`src/rtl/contador_decrescente.sv`:
```
// rtl/contador_decrescente.sv - programmable down counter with terminal-count pulse
//
// Purpose:
//   Counts from a loaded or default value (MAX) down toward 0.
//   It moves one step on each enabled clock while COUNTING.
//   The terminal-count pulse (tc) and the zero flag tell downstream
//   sequencing FSMs that a countdown has finished.
//
// Optional build macro:
//   CONTADOR_DECRESCENTE_AUTO_RELOAD_EN
//     defined   : free-running; the terminal event reloads MAX and stays COUNTING
//     undefined : one-shot; the terminal event parks in DONE with S == 0
//
// Ports:
//   clock       in   system clock, rising-edge active
//   reset       in   synchronous active-high reset
//   start       in   begin counting (from S in IDLE, from MAX in DONE)
//   enable      in   decrement qualifier while COUNTING
//   load        in   load load_value (saturated to MAX) and enter COUNTING
//   load_value  in   [WIDTH-1:0] value for load
//   S           out  [WIDTH-1:0] current count (registered)
//   zero        out  S == 0 (combinational)
//   tc          out  one-cycle terminal-count pulse (registered)
//   busy        out  high while COUNTING (registered)

module contador_decrescente #(
  parameter int WIDTH = 3,
  parameter int MAX   = 4
) (
  input  logic             clock,
  input  logic             reset,
  input  logic             start,
  input  logic             enable,
  input  logic             load,
  input  logic [WIDTH-1:0] load_value,
  output logic [WIDTH-1:0] S,
  output logic             zero,
  output logic             tc,
  output logic             busy
);

  localparam logic [WIDTH-1:0] MAX_V = WIDTH'(MAX);

  typedef enum logic [1:0] {
    ST_IDLE     = 2'd0,
    ST_COUNTING = 2'd1,
    ST_DONE     = 2'd2
  } state_t;

  state_t           r_state;
  logic [WIDTH-1:0] r_s;
  logic             r_tc;
  logic             r_busy;

  logic [WIDTH-1:0] w_load_sat;
  logic             w_terminal;

  // Keep S within 0..MAX no matter what value a load asks for.
  assign w_load_sat = (load_value > MAX_V) ? MAX_V : load_value;

  // The terminal event is an enabled step taken while the count already sits at 0.
  assign w_terminal = (r_state == ST_COUNTING) && enable && (r_s == '0);

  always_ff @(posedge clock) begin
    if (reset) begin
      r_s     <= MAX_V;
      r_state <= ST_IDLE;
      r_tc    <= 1'b0;
      r_busy  <= 1'b0;
    end else begin
      // tc is a single-cycle pulse; the terminal branch below re-asserts it.
      r_tc <= 1'b0;

      if (load) begin
        r_s     <= w_load_sat;
        r_state <= ST_COUNTING;
        r_busy  <= 1'b1;
      end else begin
        case (r_state)
          ST_IDLE: begin
            if (start) begin
              r_state <= ST_COUNTING;
              r_busy  <= 1'b1;
            end
          end

          ST_COUNTING: begin
            // start is deliberately ignored here: the running count continues.
            if (w_terminal) begin
              r_tc <= 1'b1;
`ifdef CONTADOR_DECRESCENTE_AUTO_RELOAD_EN
              r_s     <= MAX_V;
              r_state <= ST_COUNTING;
              r_busy  <= 1'b1;
`else
              r_s     <= '0;
              r_state <= ST_DONE;
              r_busy  <= 1'b0;
`endif
            end else if (enable) begin
              r_s <= r_s - WIDTH'(1);
            end
          end

          ST_DONE: begin
            if (start) begin
              r_s     <= MAX_V;
              r_state <= ST_COUNTING;
              r_busy  <= 1'b1;
            end
          end

          default: begin
            r_s     <= MAX_V;
            r_state <= ST_IDLE;
            r_busy  <= 1'b0;
          end
        endcase
      end
    end
  end

  assign S    = r_s;
  assign zero = (r_s == '0);
  assign tc   = r_tc;
  assign busy = r_busy;

endmodule

```
`config.mk`:
```
export PLATFORM = sky130hd
export DESIGN_NAME = contador_decrescente
export DESIGN_NICKNAME = d
export VERILOG_FILES = /design/src/rtl/contador_decrescente.sv
export SDC_FILE = /design/constraint.sdc
export NUM_CORES = 1
export LEC_CHECK = 0
export ABC_AREA = 1
export CAP_MARGIN = 40
export CORE_AREA = 2 2 39 41
export DETAILED_ROUTE_END_ITERATION = 8
export DIE_AREA = 0 0 41 43
export HOLD_SLACK_MARGIN = 0.15
export PLACE_DENSITY_LB_ADDON = 0.08
export SLEW_MARGIN = 20
export SYNTH_ARGS = -nofsm -noshare
export SYNTH_HDL_FRONTEND = slang
export SYNTH_SLANG_ARGS = --single-unit
```
`constraint.sdc`:
```
create_clock -name clock -period 1.21 [get_ports clock]
set_input_delay 0.242 -clock clock [delete_from_list [all_inputs] [get_ports clock]]
set_output_delay 0.242 -clock clock [all_outputs]
set_load 0.05 [all_outputs]
```
### Clock network drawn from the DEF

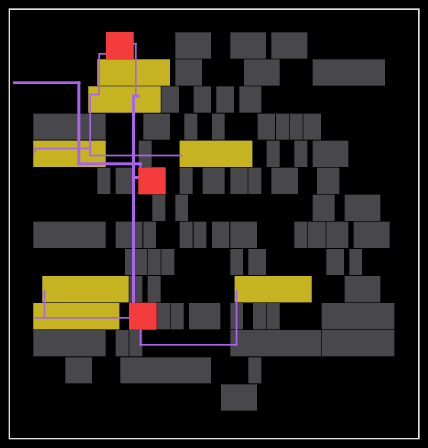
Key: red = clock-net drivers [count 3]; purple = clock wires [length 115 um]; yellow = flip-flops [count 7]
There are 4 routed clock nets.
power attributed to the clock group: 212 uW
proportion of power drawn by the clock network: 27.8%
clock skew after layout: 0.000926 ns
clock latency on the worst-skew pair: 0.25 ns

### Cell area per tile

The die is cut into 8 by 9 equal tiles; dark blue is low, red is high, 0 to 100% covered.
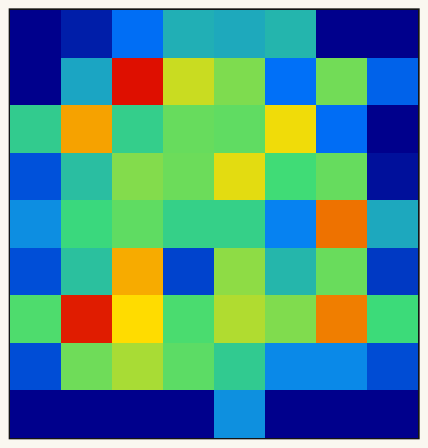
The mean over all tiles is 39%. 17% of the tiles are nearly empty. 9.7% of the tiles are over 75% full. The fullest tile reaches 98%. The emptiest ninth of the die: top right.
core occupancy in the finished layout: 51.4%
floorplan core density: 28.4%
Std-Cell Core Area: 1380 sq um

### Gate families picked out

Scale bar: 10 um.
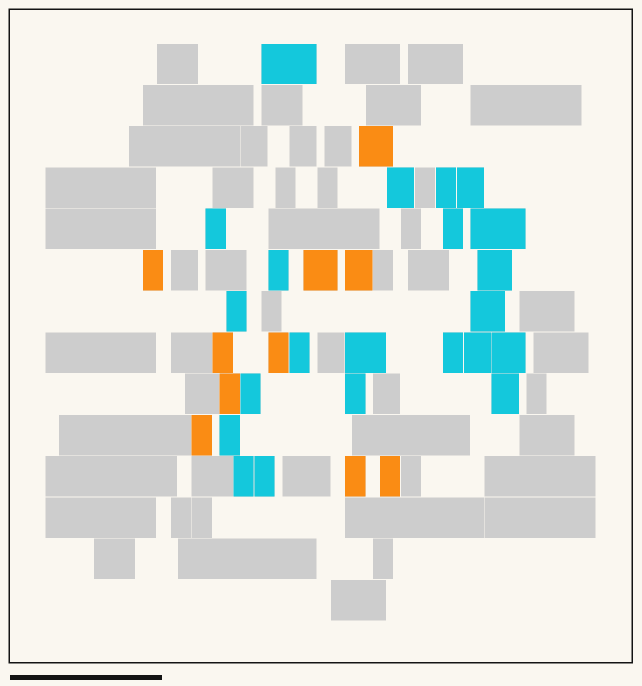
Key: orange = nor cells [cells 10, where middle]; cyan = nand cells [cells 22]
Commonest Layout Cell: nand2_1
post-layout instance count excluding filler cells: 97
combinational share of cell area: 34.3%

==> summary.txt <==
Physical implementation

The final timing report lists a max-slew violation count of 0. The repair_antennas step left the layout with diodes totalling 0. The worst-case setup margin in the final layout is -0.129 ns.

The critical path goes through inv_4 -> ha_4 -> ha_4 -> buf_12. The cell depth of the worst flop-to-flop path is 8. Yosys reports that the most numerous cell types are nand2_1, inv_1, dfxtp_1, nor2_1.

The met3 global-route usage is 3.14%. Synthesis instantiated 15 different standard cells from the library. The combined area of all synthesized cells is 393 sq um. The number of buffer and inverter instances along the worst setup path is 2. The checks that failed: negative setup slack. The quantity of hold-fixing buffers added after cts is 0. The share of total power dissipated in combinational logic is 37.8%. The top-area cell type share of the netlist area is about 36%. The detailed placer reported the number of placed instances as 93. The net count after synthesis is 69. The path class of the tightest hold or removal check is reg2reg.

The flow ran to the end, but the final reports show violations. After legalization and detailed placement, the total HPWL measured 781 um. The tool warning count for the run is 29.

The maximum fanout along the worst path is 2. The most instantiated library cell after synthesis is nand2_1. In the setup report, the worst path falls into the class reg2out. For this run, the chip area from Yosys synthesis comes to slightly below 400 sq um. Per the synth stats, the proportion of register bits with asynchronous set or reset is 0%. The main flop type is dfxtp_1. The initial antenna violation count came to 0. After synthesis, the design contains between 50 and 60 cells according to Yosys.

The number of failing setup endpoints in the final timing report is 1. The worst-case reg-to-reg setup slack stands at 0 ns. The sort of element at the end of the critical path is an output pin.
### Track usage over the die

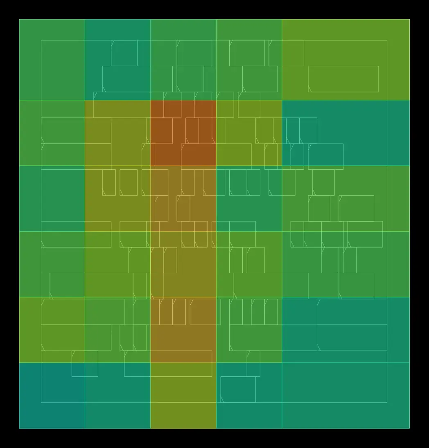
routed length per instance: 10.1 um
met1 track utilization from global routing: 21.1%

### Wiring by layer

Scale bar: 10 um.
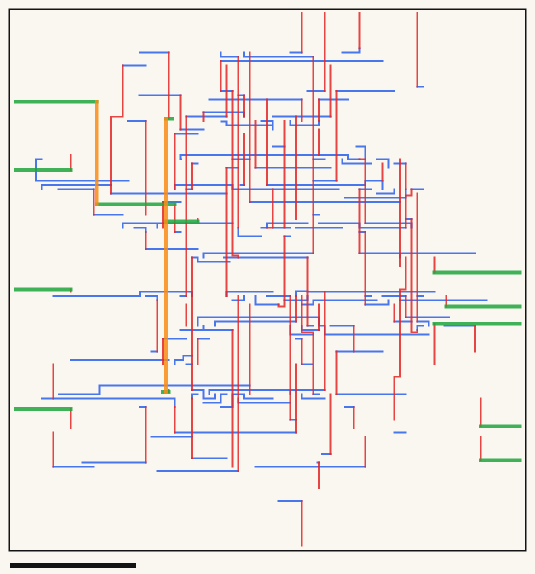
Key: blue = M1 [wire length 479 um]; green = M3 [wire length 54.4 um]; red = M2 [wire length 420 um]; orange = M4 [wire length 29.9 um]
global routing usage summed across all routing layers: 14.0%
routed wire length: 983 um
vias after detailed routing: 424

-- power by group through the flow --
stage	clock [uW]	sequential, uW	combinational [uW]
2_1_floorplan	0	308	113
3_3_place_gp	0	268	289
3_5_place_dp	0	269	288
4_1_cts	226	263	291
5_1_grt	240	265	315
6_report	212	263	289
-- worst min-delay path, delay by kind of cell, from the launching register on --
kind / cells / cell delay [ns]
AND-OR/OR-AND: 1 / 0.07
flip-flops: 1 / 0.36
AND/OR/NAND/NOR: 1 / 0.06
-- cell type report --
cell class	instances	area (sq um)	share of cell area, %
tap	16	20.0	2.82
inverter	11	43.8	6.16
multi-input combinational	41	244	34.3
timing repair buffer	18	228	32.0
sequential	7	149	21.0
clock buffer	4	26.3	3.70
-- worst max path at each step --
| stage | from | to | slack [ns] | cells past startpoint |
|---|---|---|---|---|
| 3_3_place_gp | load | S[1]$_SDFFE_PP0P_ | -0.15 | 6 |
| 2_1_floorplan | S[1]$_SDFFE_PP0P_ | S[1]$_SDFFE_PP0P_ | -0.09 | 8 |
| 3_5_place_dp | load | S[1]$_SDFFE_PP0P_ | -0.16 | 6 |
| 4_1_cts | S[0]$_SDFFE_PP0P_ | zero | -0.14 | 4 |
| 5_1_grt | S[0]$_SDFFE_PP0P_ | zero | -0.17 | 4 |
| 6_report | S[0]$_SDFFE_PP0P_ | zero | -0.13 | 4 |
-- cells in the final DEF (no fill, tap or decap), drive strengths merged --
cell           Yosys  layout
nand3b             1       1
nand3              6       6
nor3               1       1
clkdlybuf4s50      0       7
o21ai              1       1
buf                0      11
dfxtp              7       7
a21oi              6       6
inv               11      11
clkbuf             0       4
nand2             15      15
nor2               9       9
ha                 2       2
-- flip-flops by register name, indices dropped and copies added (netlist names) --
register,count
S,3
busy,1
r_state,2
tc,1
Power is estimated from default activity; no workload was simulated.
